Sizing map:
The bar under the picture is 50 um long.
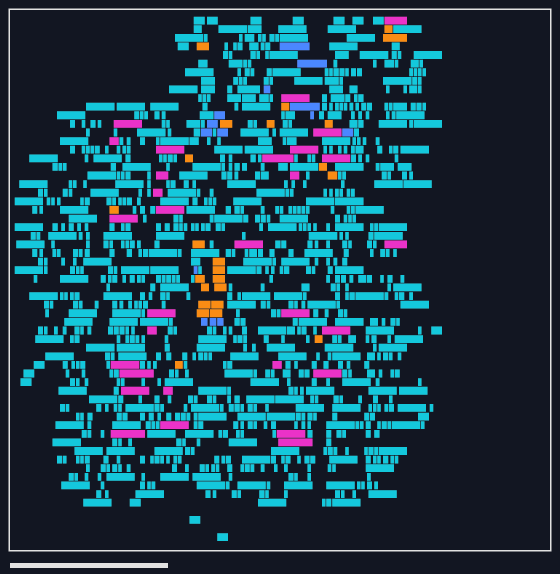
Nets reached from selected ports:
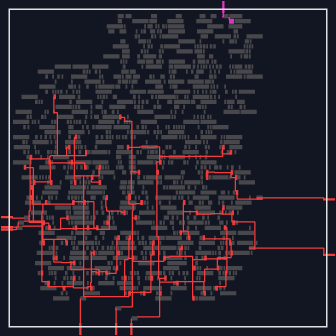
## src/rtl/uart_pkg.sv

```systemverilog
// Shared UART constants, frame bit values and transmitter FSM encoding (used by rx and tx).
package uart_pkg;

  localparam int DATA_BITS     = 8;
  localparam logic START_BIT   = 1'b0;
  localparam logic STOP_BIT    = 1'b1;
  localparam int BAUDS_DEFAULT = 104;

  localparam logic [1:0] TX_IDLE  = 2'd0;
  localparam logic [1:0] TX_START = 2'd1;
  localparam logic [1:0] TX_DATA  = 2'd2;
  localparam logic [1:0] TX_STOP  = 2'd3;

  typedef enum logic [1:0] {
    S_IDLE  = TX_IDLE,
    S_START = TX_START,
    S_DATA  = TX_DATA,
    S_STOP  = TX_STOP
  } tx_state_t;

endpackage

```

## src/rtl/uart_sync_fifo.sv

```systemverilog
// Register FIFO, 2**AW entries, registered full/empty, sticky overflow; head visible combinationally.
// Writes while full are dropped; pops while empty are ignored, so an empty FIFO never pops its own write.
module uart_sync_fifo #(
  parameter int AW = 4,
  parameter int DW = 8
) (
  input  logic          clk,
  input  logic          rst,
  input  logic          wr_en,
  input  logic [DW-1:0] wr_data,
  input  logic          rd_en,
  output logic [DW-1:0] rd_data,
  output logic          full,
  output logic          empty,
  output logic          ovf
);

  localparam int DEPTH_N = 2 ** AW;
  localparam logic [AW:0] DEPTH = {1'b1, {AW{1'b0}}};

  logic [DW-1:0] mem_q [DEPTH_N];
  logic [DW-1:0] mem_d [DEPTH_N];
  logic [AW-1:0] wr_ptr_q, wr_ptr_d, rd_ptr_q, rd_ptr_d;
  logic [AW:0]   count_q, count_d;
  logic          full_q, full_d, empty_q, empty_d, ovf_q, ovf_d;
  logic          wr_ok, rd_ok;

  always_comb begin
    wr_ok    = wr_en & ~full_q;
    rd_ok    = rd_en & ~empty_q;
    mem_d    = mem_q;
    wr_ptr_d = wr_ptr_q;
    rd_ptr_d = rd_ptr_q;
    count_d  = count_q;
    if (wr_ok) begin
      mem_d[wr_ptr_q] = wr_data;
      wr_ptr_d        = wr_ptr_q + AW'(1);
    end
    if (rd_ok) begin
      rd_ptr_d = rd_ptr_q + AW'(1);
    end
    case ({wr_ok, rd_ok})
      2'b10:   count_d = count_q + (AW+1)'(1);
      2'b01:   count_d = count_q - (AW+1)'(1);
      default: count_d = count_q;
    endcase
    full_d  = (count_d == DEPTH);
    empty_d = (count_d == '0);
    ovf_d   = ovf_q | (wr_en & full_q);
  end

  always_ff @(posedge clk or posedge rst) begin
    if (rst) begin
      for (int i = 0; i < DEPTH_N; i++) mem_q[i] <= '0;
      wr_ptr_q <= '0;
      rd_ptr_q <= '0;
      count_q  <= '0;
      full_q   <= 1'b0;
      empty_q  <= 1'b1;
      ovf_q    <= 1'b0;
    end else begin
      mem_q    <= mem_d;
      wr_ptr_q <= wr_ptr_d;
      rd_ptr_q <= rd_ptr_d;
      count_q  <= count_d;
      full_q   <= full_d;
      empty_q  <= empty_d;
      ovf_q    <= ovf_d;
    end
  end

  assign rd_data = mem_q[rd_ptr_q];
  assign full    = full_q;
  assign empty   = empty_q;
  assign ovf     = ovf_q;

endmodule

```

## src/rtl/uart_tx_fifo.sv

```systemverilog
// Buffered 8N1 UART transmitter: a write into an idle, empty block starts the line one cycle later.
// Frames are 10*BAUDS cycles, sent back-to-back while the FIFO has data; writes while full are dropped.
module uart_tx_fifo #(
  parameter int BAUDS   = uart_pkg::BAUDS_DEFAULT,
  parameter int FIFO_AW = 4
) (
  input  logic       clk,
  input  logic       rst,
  input  logic [7:0] I_DATA,
  input  logic       WR,
  output logic       Tx,
  output logic       clk_Tx,
  output logic       BUSY,
  output logic       Tx_FULL,
  output logic       Tx_EMPTY,
  output logic       O_OVF
);
  import uart_pkg::*;

  localparam int CW = (BAUDS > 1) ? $clog2(BAUDS) : 1;
  localparam logic [CW-1:0] BAUD_MAX = CW'(BAUDS - 1);
  localparam logic [2:0]    LAST_BIT = 3'(DATA_BITS - 1);

  tx_state_t      state_q, state_d;
  logic [CW-1:0]  baud_cnt_q, baud_cnt_d;
  logic [2:0]     bit_cnt_q, bit_cnt_d;
  logic [7:0]     shift_q, shift_d;
  logic           tx_q, tx_d, busy_q, busy_d, clk_tx_q, clk_tx_d;
  logic           pop, baud_tick;
  logic [7:0]     fifo_rd;
  logic           fifo_full, fifo_empty, fifo_ovf;

  uart_sync_fifo #(.AW(FIFO_AW), .DW(8)) u_fifo (
    .clk     (clk),
    .rst     (rst),
    .wr_en   (WR),
    .wr_data (I_DATA),
    .rd_en   (pop),
    .rd_data (fifo_rd),
    .full    (fifo_full),
    .empty   (fifo_empty),
    .ovf     (fifo_ovf)
  );

  assign baud_tick = (baud_cnt_q == BAUD_MAX);

  always_comb begin
    state_d    = state_q;
    baud_cnt_d = baud_tick ? '0 : baud_cnt_q + CW'(1);
    bit_cnt_d  = bit_cnt_q;
    shift_d    = shift_q;
    tx_d       = tx_q;
    busy_d     = busy_q;
    clk_tx_d   = 1'b0;
    pop        = 1'b0;
    case (state_q)
      S_IDLE: begin
        baud_cnt_d = '0;
        if (!fifo_empty) begin
          pop     = 1'b1;
          shift_d = fifo_rd;
          tx_d    = START_BIT;
          busy_d  = 1'b1;
          state_d = S_START;
        end
      end
      S_START: begin
        if (baud_tick) begin
          clk_tx_d  = 1'b1;
          tx_d      = shift_q[0];
          bit_cnt_d = '0;
          state_d   = S_DATA;
        end
      end
      S_DATA: begin
        if (baud_tick) begin
          clk_tx_d = 1'b1;
          if (bit_cnt_q == LAST_BIT) begin
            tx_d    = STOP_BIT;
            state_d = S_STOP;
          end else begin
            shift_d   = {1'b0, shift_q[7:1]};
            tx_d      = shift_q[1];
            bit_cnt_d = bit_cnt_q + 3'd1;
          end
        end
      end
      S_STOP: begin
        if (baud_tick) begin
          clk_tx_d = 1'b1;
          // Chain straight into the next start bit so queued frames have no idle gap.
          if (!fifo_empty) begin
            pop     = 1'b1;
            shift_d = fifo_rd;
            tx_d    = START_BIT;
            state_d = S_START;
          end else begin
            busy_d  = 1'b0;
            state_d = S_IDLE;
          end
        end
      end
      default: state_d = S_IDLE;
    endcase
  end

  always_ff @(posedge clk or posedge rst) begin
    if (rst) begin
      state_q    <= S_IDLE;
      baud_cnt_q <= '0;
      bit_cnt_q  <= '0;
      shift_q    <= '0;
      tx_q       <= 1'b1;
      busy_q     <= 1'b0;
      clk_tx_q   <= 1'b0;
    end else begin
      state_q    <= state_d;
      baud_cnt_q <= baud_cnt_d;
      bit_cnt_q  <= bit_cnt_d;
      shift_q    <= shift_d;
      tx_q       <= tx_d;
      busy_q     <= busy_d;
      clk_tx_q   <= clk_tx_d;
    end
  end

  assign Tx       = tx_q;
  assign clk_Tx   = clk_tx_q;
  assign BUSY     = busy_q;
  assign Tx_FULL  = fifo_full;
  assign Tx_EMPTY = fifo_empty;
  assign O_OVF    = fifo_ovf;

endmodule

```

## config.mk

```make
export PLATFORM = sky130hd
export DESIGN_NAME = uart_tx_fifo
export DESIGN_NICKNAME = d
export VERILOG_FILES = /design/src/rtl/uart_pkg.sv /design/src/rtl/uart_sync_fifo.sv /design/src/rtl/uart_tx_fifo.sv
export SDC_FILE = /design/constraint.sdc
export NUM_CORES = 1
export LEC_CHECK = 0
export ABC_AREA = 1
export CAP_MARGIN = 20
export CORE_UTILIZATION = 29
export CTS_CLUSTER_DIAMETER = 100
export DETAILED_ROUTE_END_ITERATION = 16
export PLACE_DENSITY = 0.53
export SETUP_SLACK_MARGIN = 0.3
export SLEW_MARGIN = 20
export SYNTH_ARGS = -nofsm -noshare
export SYNTH_HDL_FRONTEND = slang
export SYNTH_SLANG_ARGS = --single-unit
```

## constraint.sdc

```tcl
create_clock -name clk -period 4.9 [get_ports clk]
set_clock_uncertainty 0.2 [all_clocks]
set_input_delay 0.49 -clock clk [delete_from_list [all_inputs] [get_ports clk]]
set_output_delay 0.49 -clock clk [all_outputs]
set_load 0.03 [all_outputs]
```

==> deck_impl_summary.md <==
Implementation Results

Timing
  • Part of the cycle the worst path needs: 65.6%
  • Final-report hold violation count: 0
  • Max-slew violation count: 0

Route
  • Number of search-and-repair iterations in the first detailed-routing pass: 4
  • Iteration-0 DRC count of the detailed router: about 520
  • Final wirelength: between 20,000 and 25,000 um
  • Routed length per placed instance: 14.6 um

Status
  • Status: finished clean

Yosys
  • Netlist Area Pre-Place: roughly 8200 um^2
  • Synth unique cells: 36
  • Number of cells produced by synthesis: 1,034
  • Xor/xnor cell area share of the yosys netlist: 1.06%
  • Dominant kind of combinational cell: simple AND/OR/NAND/NOR gates
  • Synthesis Warnings: 0
  • Avg Cell Area, Syn: 7.97 um^2

Floorplan
  • Die extent in y: 171 um
  • Core Density at Floorplan: between 20 and 30%

Pwr
  • Internal Dissipation: roughly 3700 uW
  • Fraction of power consumed by sequential logic: 36.7%
  • Combinational Power Share: 40.8%
  • Proportion of power drawn by the clock network: roughly 23%
  • Post-route total power: 6310 uW
  • Power per cell area: 674 nW/um^2

Job
  • Number of violations of the max-capacitance limit: 0
  • OpenROAD warning count: 33

Placement
  • Dpl cells: 1,383
  • Half-perimeter wire length of the detailed placement result: ~13,000 um

CTS
  • H-tree depth: 4
  • Late-Pin Clk Latency: 0.44 ns
  • TritonCTS Buffers: 17

Global routing
  • Antenna violations before repair: 0
  • Maximum number of pins on one net before global-route repair: around 84

Critical path
  • Slowest cell delay on critical path: ~0.44 ns
  • Data arrival, critical path: 3.38 ns
  • Kind of end point of the critical path: flop
  • Worst r2r src: state_q[0]
  • CP max stage cell: sky130_fd_sc_hd__fa_1
  • Data required time of the critical path: 5.07 ns
  • Cell mode on critical path: sky130_fd_sc_hd__inv_1
  • Startpoint-to-endpoint class of the critical path: flop to flop

Final layout
  • Register cell area after layout: ~4200 um^2
  • Top cell excl fill/tap: sky130_fd_sc_hd__nand2_1
  • Relative area change from synthesis to final layout: 13.5%
  • Top cells excl fill/tap: sky130_fd_sc_hd__nand2_1 (321), sky130_fd_sc_hd__dfrtp_1 (164), sky130_fd_sc_hd__o21ai_0 (133)
  • Fraction of the core area covered by cells at the end of the flow: 33.6%
About 'sizing map':
| size | color | cells | share |
|---|---|---|---|
| drive 2 | blue | 14 | 1.3% |
| drive 3 to 4 | orange | 24 | 2.3% |
| drive 1 or less | cyan | 971 | 93% |
| drive 6 and up | magenta | 30 | 2.9% |

About 'nets reached from selected ports':
| port | color | direction | end cells | wire |
|---|---|---|---|---|
| `I_DATA` | red | input | 90 | 1,560 um |
| `rst` | magenta | input | 1 | 5.50 um |
Top Ports: 17
count of buffers from port buffering: 16

-- worst max-delay path: cells and delay by family, from the launching register on --
family	cells	cell delay, ns
adders and majority gates	3	1.06
and+or+nand+nor	6	0.84
buffers and inverters	4	0.46
DFF	1	0.40
AOI/OAI and AO/OA	2	0.18
-- power groups by stage --
stage	Sequential [uW]	Clock, uW	Combinational [uW]
2_1_floorplan	2280	0	1990
3_3_place_gp	2320	0	2530
3_5_place_dp	2330	0	2570
4_1_cts	2310	1450	2580
5_1_grt	2380	1500	2990
6_report	2310	1420	2580
-- state kept, by name (all words and copies together), names as in the netlist, 2 cells and up --
signal / flops
baud_cnt_q: 7
bit_cnt_q: 3
shift_q: 8
state_q: 2
u_fifo.count_q: 5
u_fifo.mem_q: 128
u_fifo.rd_ptr_q: 4
u_fifo.wr_ptr_q: 4
-- routing by layer --
| layer | track usage, % | part of all wire (%) | wire length (um) | vias up |
|---|---|---|---|---|
| li1 | - | - | - | 3253 |
| met2 | 25.0 | 48 | 9820 | 115 |
| met1 | 20.8 | 48 | 9890 | 2995 |
| met5 | 0 | 0 | 0 | - |
| met4 | 5.17 | 1.7 | 343 | 0 |
| met3 | 2.13 | 2.7 | 563 | 23 |
-- metrics by stage --
| stage | hold WS, ns | setup WS (ns) | instance area (um^2) |
|---|---|---|---|
| after global placement | 0.239 | 1.70 | 8700 |
| after global routing | 0.201 | 1.32 | 9360 |
| after floorplan | 0.233 | 2.01 | 8250 |
| after CTS | 0.264 | 1.67 | 9310 |
| final | 0.169 | 1.69 | 9360 |
| after detailed placement | 0.249 | 1.67 | 8700 |
-- how the worst min path moves through the flow --
stage	cells past startpoint	endpoint
6_report	2	baud_cnt_q[6]
2_1_floorplan	1	baud_cnt_q[0]
3_5_place_dp	1	u_fifo.ovf
3_3_place_gp	1	u_fifo.ovf
4_1_cts	1	u_fifo.ovf
5_1_grt	2	baud_cnt_q[6]
-- Yosys cell counts, drive strengths merged --
| cell | instances | share of area, % |
|---|---|---|
| o21ai | 136 | 8.3 |
| ha | 17 | 2.6 |
| inv | 120 | 5.5 |
| fa | 1 | 0.24 |
| o31ai | 1 | 0.091 |
| nor3 | 1 | 0.061 |
| nor2 | 57 | 3.6 |
| xnor2 | 2 | 0.21 |
| clkbuf | 17 | 0.77 |
| nand3 | 100 | 6.4 |
| buf | 35 | 2.3 |
| o21a | 2 | 0.18 |
| a21oi | 28 | 1.7 |
| a21o | 1 | 0.091 |
| dfstp | 2 | 0.64 |
| nor3b | 1 | 0.091 |
| xor2 | 8 | 0.85 |
| nand4 | 2 | 0.33 |
| or2 | 2 | 0.18 |
| clkinv | 2 | 0.091 |
| o21bai | 1 | 0.091 |
| nand3b | 1 | 0.091 |
| o211ai | 10 | 0.91 |
| nand2 | 322 | 15 |
| dfrtp | 165 | 50 |
-- final cells by class --
class	count	share of cell area, %
clock buffers	18	4.58
flip-flops and latches	167	44.7
repair buffers	25	2.91
well taps	378	5.05
multi-input cells	693	35.8
clock inverters	14	1.99
inverters	122	4.93
Power figures rest on the tool's default switching activity, not on a simulated workload.
